File: src/rtl/bp_iteration_scheduler.sv
// Sequencing controller for the belief-propagation LDPC decoder datapath.
// Alternates row (check-node) and column (variable-node) phases for up to
// MAX_ITER iterations, strobes the H-storage and sum-vector loads, gathers the
// per-processor done flags and aborts a stalled phase through a watchdog.
// Optional feature: define BP_EARLY_TERMINATION_EN to let CHECK finish early
// when syndrome_zero is asserted.
module bp_iteration_scheduler #(
    parameter int NUM_ROWS       = 3,
    parameter int NUM_COLS       = 6,
    parameter int MAX_ITER       = 10,
    parameter int ITER_W         = 4,
    parameter int TIMEOUT_CYCLES = 255,
    parameter int TO_W           = 8
) (
    input  logic                clk,
    input  logic                reset_n,
    input  logic                start,
    input  logic [NUM_ROWS-1:0] done_row_processing,
    input  logic [NUM_COLS-1:0] done_column_processing,
    input  logic                syndrome_zero,
    output logic                start_row_processing,
    output logic                start_column_processing,
    output logic                initialize_parity_check_matrix,
    output logic                load_parity_check_matrix,
    output logic                select_input_to_parity_check_matrix,
    output logic                load_sum_vector,
    output logic [ITER_W-1:0]   iteration_count,
    output logic                busy,
    output logic                done,
    output logic                error_timeout
);

    typedef enum logic [3:0] {
        S_IDLE      = 4'd0,
        S_INIT      = 4'd1,
        S_ROW_START = 4'd2,
        S_ROW_WAIT  = 4'd3,
        S_ROW_LOAD  = 4'd4,
        S_COL_START = 4'd5,
        S_COL_WAIT  = 4'd6,
        S_COL_LOAD  = 4'd7,
        S_CHECK     = 4'd8,
        S_FINISH    = 4'd9
    } state_t;

    // Watchdog value seen in the last permitted WAIT cycle.
    localparam logic [TO_W-1:0]   WD_LAST  = TO_W'(TIMEOUT_CYCLES - 1);
    localparam logic [ITER_W-1:0] ITER_MAX = ITER_W'(MAX_ITER);

    state_t              state_r;
    state_t              state_s;
    logic                timeout_s;
    logic                row_all_s;
    logic                col_all_s;
    logic                blanking_s;
    logic [ITER_W-1:0]   iter_next_s;
    logic [NUM_ROWS-1:0] row_seen_r;
    logic [NUM_COLS-1:0] col_seen_r;
    logic [TO_W-1:0]     wd_r;
    logic [ITER_W-1:0]   iter_r;

    logic                start_row_r;
    logic                start_col_r;
    logic                init_pcm_r;
    logic                load_pcm_r;
    logic                select_r;
    logic                load_sum_r;
    logic                busy_r;
    logic                done_r;
    logic                error_timeout_r;

`ifndef BP_EARLY_TERMINATION_EN
    // Early termination is compiled out, so the syndrome input has no consumer.
    logic unused_syndrome_s;
    assign unused_syndrome_s = syndrome_zero;
`endif

    // Completion terms: a bit counts if it was seen earlier in this phase or is high now.
    always_comb begin
        row_all_s   = &(row_seen_r | done_row_processing);
        col_all_s   = &(col_seen_r | done_column_processing);
        blanking_s  = (wd_r == {TO_W{1'b0}});
        iter_next_s = iter_r + {{(ITER_W-1){1'b0}}, 1'b1};
    end

    // Next-state decode; the watchdog is tested before the done terms so it wins a tie.
    always_comb begin
        state_s   = state_r;
        timeout_s = 1'b0;
        case (state_r)
            S_IDLE: begin
                if (start) begin
                    state_s = S_INIT;
                end else begin
                    state_s = S_IDLE;
                end
            end
            S_INIT:      state_s = S_ROW_START;
            S_ROW_START: state_s = S_ROW_WAIT;
            S_ROW_WAIT: begin
                if (wd_r == WD_LAST) begin
                    state_s   = S_FINISH;
                    timeout_s = 1'b1;
                end else if (!blanking_s && row_all_s) begin
                    state_s = S_ROW_LOAD;
                end else begin
                    state_s = S_ROW_WAIT;
                end
            end
            S_ROW_LOAD:  state_s = S_COL_START;
            S_COL_START: state_s = S_COL_WAIT;
            S_COL_WAIT: begin
                if (wd_r == WD_LAST) begin
                    state_s   = S_FINISH;
                    timeout_s = 1'b1;
                end else if (!blanking_s && col_all_s) begin
                    state_s = S_COL_LOAD;
                end else begin
                    state_s = S_COL_WAIT;
                end
            end
            S_COL_LOAD:  state_s = S_CHECK;
            S_CHECK: begin
                if (iter_next_s == ITER_MAX) begin
                    state_s = S_FINISH;
`ifdef BP_EARLY_TERMINATION_EN
                end else if (syndrome_zero) begin
                    state_s = S_FINISH;
`endif
                end else begin
                    state_s = S_ROW_START;
                end
            end
            S_FINISH:    state_s = S_IDLE;
            default:     state_s = S_IDLE;
        endcase
    end

    // State register.
    always_ff @(posedge clk) begin
        if (!reset_n) begin
            state_r <= S_IDLE;
        end else begin
            state_r <= state_s;
        end
    end

    // Watchdog: counts WAIT cycles, zero elsewhere so each phase starts fresh.
    always_ff @(posedge clk) begin
        if (!reset_n) begin
            wd_r <= {TO_W{1'b0}};
        end else if ((state_r == S_ROW_WAIT) || (state_r == S_COL_WAIT)) begin
            wd_r <= wd_r + {{(TO_W-1){1'b0}}, 1'b1};
        end else begin
            wd_r <= {TO_W{1'b0}};
        end
    end

    // Seen flags: cleared at the phase kick, accumulate after the blanking cycle.
    always_ff @(posedge clk) begin
        if (!reset_n) begin
            row_seen_r <= {NUM_ROWS{1'b0}};
            col_seen_r <= {NUM_COLS{1'b0}};
        end else begin
            if (state_r == S_ROW_START) begin
                row_seen_r <= {NUM_ROWS{1'b0}};
            end else if ((state_r == S_ROW_WAIT) && !blanking_s) begin
                row_seen_r <= row_seen_r | done_row_processing;
            end else begin
                row_seen_r <= row_seen_r;
            end
            if (state_r == S_COL_START) begin
                col_seen_r <= {NUM_COLS{1'b0}};
            end else if ((state_r == S_COL_WAIT) && !blanking_s) begin
                col_seen_r <= col_seen_r | done_column_processing;
            end else begin
                col_seen_r <= col_seen_r;
            end
        end
    end

    // Iteration counter: cleared by an accepted start, bumped when leaving CHECK.
    always_ff @(posedge clk) begin
        if (!reset_n) begin
            iter_r <= {ITER_W{1'b0}};
        end else if (state_s == S_INIT) begin
            iter_r <= {ITER_W{1'b0}};
        end else if (state_r == S_CHECK) begin
            iter_r <= iter_next_s;
        end else begin
            iter_r <= iter_r;
        end
    end

    // Registered outputs decoded from the state being entered.
    always_ff @(posedge clk) begin
        if (!reset_n) begin
            start_row_r     <= 1'b0;
            start_col_r     <= 1'b0;
            init_pcm_r      <= 1'b0;
            load_pcm_r      <= 1'b0;
            select_r        <= 1'b0;
            load_sum_r      <= 1'b0;
            busy_r          <= 1'b0;
            done_r          <= 1'b0;
            error_timeout_r <= 1'b0;
        end else begin
            start_row_r <= (state_s == S_ROW_START);
            start_col_r <= (state_s == S_COL_START);
            init_pcm_r  <= (state_s == S_INIT);
            load_pcm_r  <= (state_s == S_INIT) || (state_s == S_ROW_LOAD) ||
                           (state_s == S_COL_LOAD);
            load_sum_r  <= (state_s == S_COL_LOAD);
            busy_r      <= (state_s != S_IDLE);
            done_r      <= (state_s == S_FINISH);
            if (state_s == S_ROW_LOAD) begin
                select_r <= 1'b0;
            end else if (state_s == S_COL_LOAD) begin
                select_r <= 1'b1;
            end else begin
                select_r <= select_r;
            end
            if (state_s == S_INIT) begin
                error_timeout_r <= 1'b0;
            end else if (timeout_s) begin
                error_timeout_r <= 1'b1;
            end else begin
                error_timeout_r <= error_timeout_r;
            end
        end
    end

    assign start_row_processing                = start_row_r;
    assign start_column_processing             = start_col_r;
    assign initialize_parity_check_matrix      = init_pcm_r;
    assign load_parity_check_matrix            = load_pcm_r;
    assign select_input_to_parity_check_matrix = select_r;
    assign load_sum_vector                     = load_sum_r;
    assign iteration_count                     = iter_r;
    assign busy                                = busy_r;
    assign done                                = done_r;
    assign error_timeout                       = error_timeout_r;

endmodule
File: config.mk
export PLATFORM = sky130hd
export DESIGN_NAME = bp_iteration_scheduler
export DESIGN_NICKNAME = d
export VERILOG_FILES = /design/src/rtl/bp_iteration_scheduler.sv
export SDC_FILE = /design/constraint.sdc
export NUM_CORES = 1
export LEC_CHECK = 0
export ABC_CLOCK_PERIOD_IN_PS = 2000
export CORE_UTILIZATION = 45
export CTS_CLUSTER_SIZE = 28
export DETAILED_ROUTE_END_ITERATION = 6
export PLACE_DENSITY = 0.72
export RECOVER_POWER = 50
export SLEW_MARGIN = 30
export SYNTH_ARGS = -nofsm -noshare
export SYNTH_HDL_FRONTEND = slang
export SYNTH_SLANG_ARGS = --single-unit
File: constraint.sdc
create_clock -name clk -period 2 [get_ports clk]
set_input_delay 0.2 -clock clk [delete_from_list [all_inputs] [get_ports clk]]
set_output_delay 0.2 -clock clk [all_outputs]
set_load 0.02 [all_outputs]
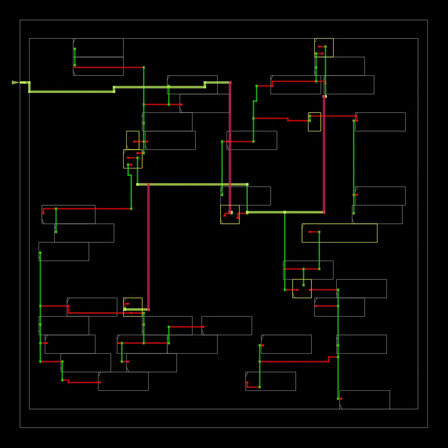
Figure 1: run 1, clock routing.
CTS buffer count: 5
power attributed to the clock group: 487 uW
sequential cell count of the final layout: 34
setup skew after layout: 4.501 ps
CLK BUF: 5

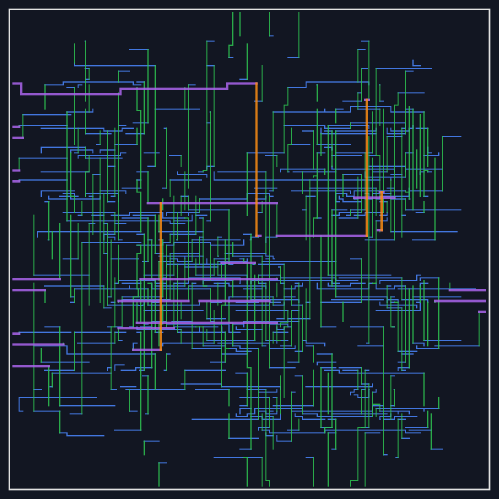
Figure 2: run 1, routed metal, one color a layer.
(8 px per um)
legend:
  metal 4:
    color: orange
    wire_length: 59.2 um
  metal 1:
    color: blue
    wire_length: 1,430 um
  metal 2:
    color: green
    wire_length: 1,590 um
  metal 3:
    color: purple
    wire_length: 168 um
all-layer global routing usage: 0.2098
final WL: 3.248 mm
total via count after detailed routing: 1,327
WL per Instance: 12.84 um

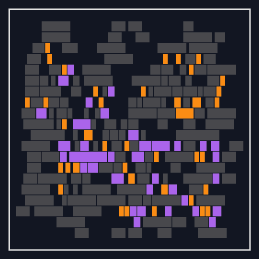
Figure 3: run 1, selected gate families.
(4 px per um)
legend:
  nor cells:
    color: orange
    cells: 39
    where: widely spread
  aoi and oai cells:
    color: purple
    cells: 35

==> summary.rpt, run 1 <==
PHYSICAL IMPLEMENTATION REPORT
----------------------------------------------------
[Final timing]
  Number of pins with negative max-slew slack in the final report ........................ 0
  Unrepaired setup endpoints after global routing ........................ true
  Cycle use final ........................ 0.9873
  Max_slew headroom ........................ 0.6488
  Slew at the pin closest to its max-slew limit ........................ ~520 ps
  Post-layout worst setup margin ........................ 25.37 ps
  Final hold violation count ........................ 0
  Time the final worst path needs with I/O delays and setup ........................ a little under 2000 ps
  Count of endpoints failing setup in the final report ........................ 0

[Worst hold path]
  Min-Delay Endpoint ........................ select_input_to_parity_check_matrix
  Worst min-delay path class ........................ flop to flop
  Worst Hold Path Cells ........................ 2
  Hold Startpoint ........................ select_input_to_parity_check_matrix

[Synthesis]
  Seq/Total Area, Yosys ........................ 0.4522
  Library cells used by synthesis ........................ ~40
  YS chip area ........................ 0.001505 sq mm
  Cell total in the yosys stat output ........................ ~170
  Post-synthesis cell count ........................ ~170
  Synthesis Warnings ........................ 0
  Post-synthesis average cell area ........................ 8.751 sq um
  Netlist area before placement ........................ 0.001505 sq mm
  Number of flops mapped to enable cells by yosys ........................ 0
  Top FF cell, synth ........................ dfxtp_1
  Ys async rst share ........................ 0

[Route]
  DRC marker count from the first detailed-route iteration ........................ 67
  DRC Markers ........................ 0
  Iteration tally of the first detailed-router pass ........................ 4
  Antenna-violating nets left ........................ 0
  Drt via density ........................ 5.245

[Floorplanning]
  Placeable core region ........................ 0.003103 sq mm
  Standard-cell rows ........................ 20
  Num ports ........................ 26
  Die area ........................ roughly 0.0036 sq mm
  Die H ........................ approximately 60 um
  Floorplan-stage core utilization ........................ 0.4851
  Width of the die ........................ approximately 60 um

[Pwr]
  Pwr dens ........................ 681.7 mW/mm^2
  Maximum vdd drop ........................ around 0.46 mV
  Final total power ........................ 1317 uW
  Static leakage power ........................ 0.0007315 uW

[Place]
  HPWL Detailed ........................ 2.344 mm
  RD Place Congestion ........................ around 0.84
  Placed cell areas ........................ 0.001853 sq mm
  Post-Place Cells ........................ 245
  Number of port buffers ........................ 24
  DP Worst Slack ........................ 36.48 ps

[Setup path]
  Startpoint type of the worst setup path ........................ flop
  Critical path peak fanout ........................ 3
  Critical Path AT ........................ around 2200 ps
  Type of element capturing the critical path ........................ flop
  Type of the setup path with the least slack ........................ flop to flop
  Critical Path RT ........................ about 2200 ps
  Minimum setup slack among reg-to-reg paths ........................ 30 ps
  Depth of the worst register-to-register path ........................ 7
  RR Endpoint ........................ busy
  Startpoint of the lowest-slack register-to-register path ........................ wd_r[0]

[Job]
  Max cap viols ........................ 0
  Warning total across the stage logs ........................ 31

[CTS]
  Late-Pin Clk Latency ........................ 340 ps
  CTS tree ........................ built
  Clock Sink Count ........................ 34
  Clock root cell ........................ clkbuf_4
  Clock buffer depth ........................ 2
  Number of buffers added for setup after CTS ........................ 0
  Hold-fix buffer count after cts ........................ 0
  H-tree Lvls ........................ 2
  Clock transition at the registers of the reported paths ........................ 100 ps

[Global routing]
  Pin count of the biggest net entering global routing ........................ 13
  Initial antenna violation count ........................ 0
  Via count of the first global-routing pass ........................ between 1,000 and 1,500

[Cells and area]
  Final Util ........................ 0.6226
  Number of antenna repair diodes ........................ 0
  Design Area, Final ........................ 0.001932 sq mm
  Synthesis-to-layout area growth ........................ 28.35%
  Most instantiated logic cells after routing ........................ 32 x nor2_1, 32 x dfxtp_1, 19 x clkdlybuf4s50_1
  Non-filler instance count after layout ........................ 253
  Nets ........................ 226
  Share of layout cells above drive strength 1 ........................ 0.1292
  FILL cells ........................ 282

[Run status]
  Run status ........................ complete, no violations

----------------------------------------------------
==> run 1: logic make-up (layout without fill, tap and decap cells) <==
group / after synthesis / count (layout) / share of synthesized area
XOR/XNOR: 10 / 10 / 0.05819
adder cells (fa/ha/maj): 6 / 6 / 0.04821
AND-OR/OR-AND: 40 / 40 / 0.1862
multiplexers: 1 / 1 / 0.007481
flip-flops: 34 / 34 / 0.4522
AND/OR/NAND/NOR: 65 / 65 / 0.2037
buffers and inverters: 16 / 53 / 0.04406
==> run 1: worst max-delay path by stage <==
stage | startpoint | to | cells past startpoint | slack, ps
2_1_floorplan | iteration_count[0] | busy | 7 | 100
3_3_place_gp | wd_r[0] | busy | 8 | 100
3_5_place_dp | iteration_count[1] | busy | 7 | 40
4_1_cts | iteration_count[1] | busy | 7 | 1
5_1_grt | wd_r[0] | busy | 7 | -30
6_report | wd_r[0] | busy | 7 | 30
==> run 1: per-stage QoR <==
| stage | TNS, ps | hold slack (ps) |
|---|---|---|
| finish | 0 | 463.1 |
| global route | -27.52 | 480.0 |
| CTS | 0 | 469.3 |
| detailed placement | 0 | 457.9 |
| global placement | 0 | 444.7 |
| floorplan | 0 | 334.3 |
==> run 1: power by group <==
part           leakage [uW]  internal [uW]  switching (uW)
registers          0.000276            688            14.8
logic              0.000410           61.5            65.4
clock network     0.0000450            259             229
==> run 1: synthesized netlist by cell type, types with 3 or more instances <==
library cell,n,area share
a21oi_1,15,0.050
and3_1,3,0.012
dfxtp_1,34,0.45
ha_1,5,0.042
inv_1,11,0.027
nand2_1,8,0.020
nand2b_1,3,0.012
nand3_1,6,0.020
nor2_1,32,0.080
nor3_1,4,0.013
o21a_1,3,0.015
o22ai_1,4,0.017
xnor2_1,4,0.023
xor2_1,6,0.035
==> run 1: critical path: stages (launching register included) <==
cell and delay, ps:
dfxtp_1 340, inv_1 60, ha_1 190, nor3b_2 170, a211o_1 330, a22o_1 260
o311ai_4 350, o211ai_2 140
==> run 1: sequential cells by signal (all words and copies together), names as in the netlist, 3 cells and up <==
name / cells
wd_r: 8
col_seen_r: 6
iteration_count: 4
state_r: 4
row_seen_r: 3
==> run 1: per-layer routing <==
layer,vias to the layer above,global-route usage,share of wire
met3,8,0.07143,0.052
met4,0,0.1030,0.018
met5,-,0,0
met1,613,0.2440,0.44
li1,671,-,-
met2,35,0.3429,0.49
==> run 1: final cells by class <==
type,instances,area (sq um),area share
tap,44,55.05,0.02850
inverter,11,41.29,0.02137
timing repair buffer,34,307.8,0.1593
clock buffer,5,37.54,0.01943
multi-input combinational,122,764.5,0.3957
clock inverter,3,40.04,0.02073
sequential,34,685.7,0.3549
==> run 1: repair_timing <==
action                                  CTS  global route
endpoints found under the setup margin    0             9
resized                                   0             8
hold endpoints to repair                  0             0
Figure 4. PDN straps and rails (run 1).
(6 px per um) Pins as bars on the die edge.
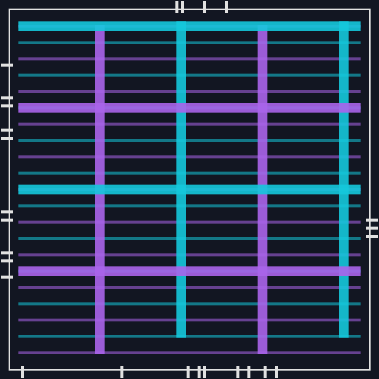

==> run 2: changes to the inputs <==
--- a/config.mk
+++ b/config.mk
@@ -6,12 +6,13 @@
 export NUM_CORES = 1
 export LEC_CHECK = 0
 export ABC_CLOCK_PERIOD_IN_PS = 2000
-export CORE_UTILIZATION = 45
+export CORE_UTILIZATION = 46
 export CTS_CLUSTER_SIZE = 28
 export DETAILED_ROUTE_END_ITERATION = 6
-export PLACE_DENSITY = 0.72
+export PLACE_DENSITY = 0.74
 export RECOVER_POWER = 50
-export SLEW_MARGIN = 30
+export SLEW_MARGIN = 20
 export SYNTH_ARGS = -nofsm -noshare
 export SYNTH_HDL_FRONTEND = slang
 export SYNTH_SLANG_ARGS = --single-unit
+export TNS_END_PERCENT = 50
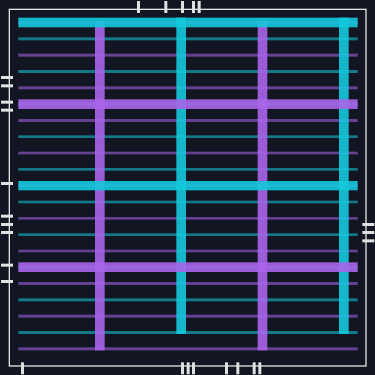
Figure 5: run 2, PDN straps and rails.
(6 px per um) Pins as bars on the die edge.
legend:
  VDD:
    color: cyan
  VSS:
    color: purple
met1 rails: 21
rows: 20

==> run 2 against run 1 <==
Effect of this change:
- clock power decreased by 19%
- global-route usage rose by 0.11 points
- hold slack worse by 6.8 ps
- first-iteration DRC count is 19% lower
- non-clock buffer count increased by 1
- largest cell class unchanged
- highest routed layer unchanged
==> summary.rpt, run 2 <==
PHYSICAL IMPLEMENTATION REPORT
----------------------------------------------------
[Pwr]
  Final total power ........................ about 1200 uW
  Static leakage power ........................ 0.0007519 uW

[Worst hold path]
  Hold Startpoint ........................ select_input_to_parity_check_matrix
  Worst min-delay path class ........................ flop to flop

[Final timing]
  Number of pins with negative max-slew slack in the final report ........................ 0
  Slew at the pin closest to its max-slew limit ........................ 460.8 ps
  Unrepaired setup endpoints after global routing ........................ false
  Final hold violation count ........................ 0
  Time the final worst path needs with I/O delays and setup ........................ 1899 ps
  Count of endpoints failing setup in the final report ........................ 0
  Setup skew after layout ........................ between 8 and 9 ps

[Place]
  HPWL Detailed ........................ 2.404 mm
  DP Worst Slack ........................ 59.88 ps
  RD Place Congestion ........................ 0.8119

[Synthesis]
  Ys async rst share ........................ 0
  YS chip area ........................ about 0.0015 sq mm
  Post-synthesis cell count ........................ 172
  Share of the synthesized area in the top cell type ........................ 0.4522
  Netlist area before placement ........................ 0.001505 sq mm
  Most frequent cell after synthesis ........................ dfxtp_1
  Seq/Total Area, Yosys ........................ 0.4522
  Library cells used by synthesis ........................ around 40
  Most instantiated cells after synthesis ........................ 34 x dfxtp_1, 32 x nor2_1, 15 x a21oi_1, 11 x inv_1, 8 x nand2_1
  Synthesis Warnings ........................ 0
  Number of flops mapped to enable cells by yosys ........................ 0
  Top cells, area ........................ dfxtp_1 45%, nor2_1 8.0%, a21oi_1 5.0%

[Floorplanning]
  Standard-cell rows ........................ 20
  Width of the die ........................ 59.20 um
  Num ports ........................ 26

[Cells and area]
  Logic area ........................ 775.7 sq um
  Non-filler instance count after layout ........................ 254
  Most instantiated logic cells after routing ........................ 32 x nor2_1, 29 x dfxtp_1, 15 x a21oi_1, 15 x clkdlybuf4s50_1, 11 x inv_1
  Share of layout cells above drive strength 1 ........................ 0.1524
  Number of antenna repair diodes ........................ 0
  Synthesis-to-layout area growth ........................ 28.93%

[Setup path]
  Slowest stage cell, crit path ........................ dfxtp_4
  Critical path peak fanout ........................ 7
  Top cell family by delay on the critical path ........................ AND-OR/OR-AND gates
  Minimum setup slack among reg-to-reg paths ........................ 100 ps
  Critical path launch point ........................ iteration_count[1]
  Critical Path RT ........................ 2220 ps
  Type of element capturing the critical path ........................ flop
  Buffer and inverter count on the worst path ........................ 0

[Route]
  WL per Instance ........................ 13.05 um
  DRC marker count from the first detailed-route iteration ........................ 54
  Drt via density ........................ around 5.2
  Iteration tally of the first detailed-router pass ........................ 4
  Antenna-violating nets left ........................ 0

[Global routing]
  All-layer global routing usage ........................ 0.2109
  Initial antenna violation count ........................ 0

[Job]
  Warning total across the stage logs ........................ 30

[CTS]
  Clock buffer depth ........................ 2

[Run status]
  Run status ........................ complete, no violations

----------------------------------------------------
[run 2: cell counts after synthesis]
No cell type changed its count.
[run 2: through the flow]
stage | hold WS [ps] | instance area [sq um]
detailed placement | 448.4 | 1853
global route | 490.6 | 1941
finish | 456.3 | 1941
CTS | 463.9 | 1913
global placement | 443.7 | 1853
floorplan | 334.3 | 1508
[run 2: final cells by class]
type                            count  area share
Clock buffer                        7     0.02837
Clock inverter                      1    0.002579
Tap cell                           44     0.02837
Multi-Input combinational cell    122      0.3997
Timing Repair Buffer               35      0.1644
Inverter                           11     0.02128
Sequential cell                    34      0.3553
[run 2: worst reg2reg max path, stage by stage, from the launching register on]
cell,delay (ps)
dfxtp_4,390
ha_2,200
a21boi_1,160
a21oi_1,80
mux2_2,290
o21a_1,210
o311ai_4,320
o211ai_2,130
[run 2: kinds of logic after synthesis]
kind of cell    count (synthesis)  share of synthesized area
compound gates                 40                     0.1862
xor+xnor                       10                    0.05819
fa+ha+maj                       6                    0.04821
buf+inv                        16                    0.04406
flops                          34                     0.4522
mux                             1                   0.007481
simple gates                   65                     0.2037
[run 2: per-layer routing]
layer,global-route usage,up-vias,part of all wire
met5,0,-,0
met4,0.07143,0,0.012
met3,0.06114,6,0.043
met2,0.3483,31,0.51
met1,0.2616,612,0.44
li1,-,676,-
[run 2: path summary, 6_finish.rpt]
path                                         endpoint  depth (start not counted)
setup reg to reg                                 busy                          7
hold / removal    select_input_to_parity_check_matrix                          2
setup / recovery                                 busy                          7
hold reg to reg   select_input_to_parity_check_matrix                          2
[run 2: power breakdown]
part           total, uW  internal, uW  leakage, uW  switching, uW
clock network        395           170    0.0000353            225
logic                128          61.2     0.000439           66.5
registers            703           688     0.000278           14.9
[run 2: timing repair]
item | CTS | global route
buffers inserted | 0 | 1
endpoints found under the setup margin | 0 | 9
hold endpoints to repair | 0 | 0
hold buffers | 0 | 0
resized | 0 | 14
Power is estimated from default activity; no workload was simulated.
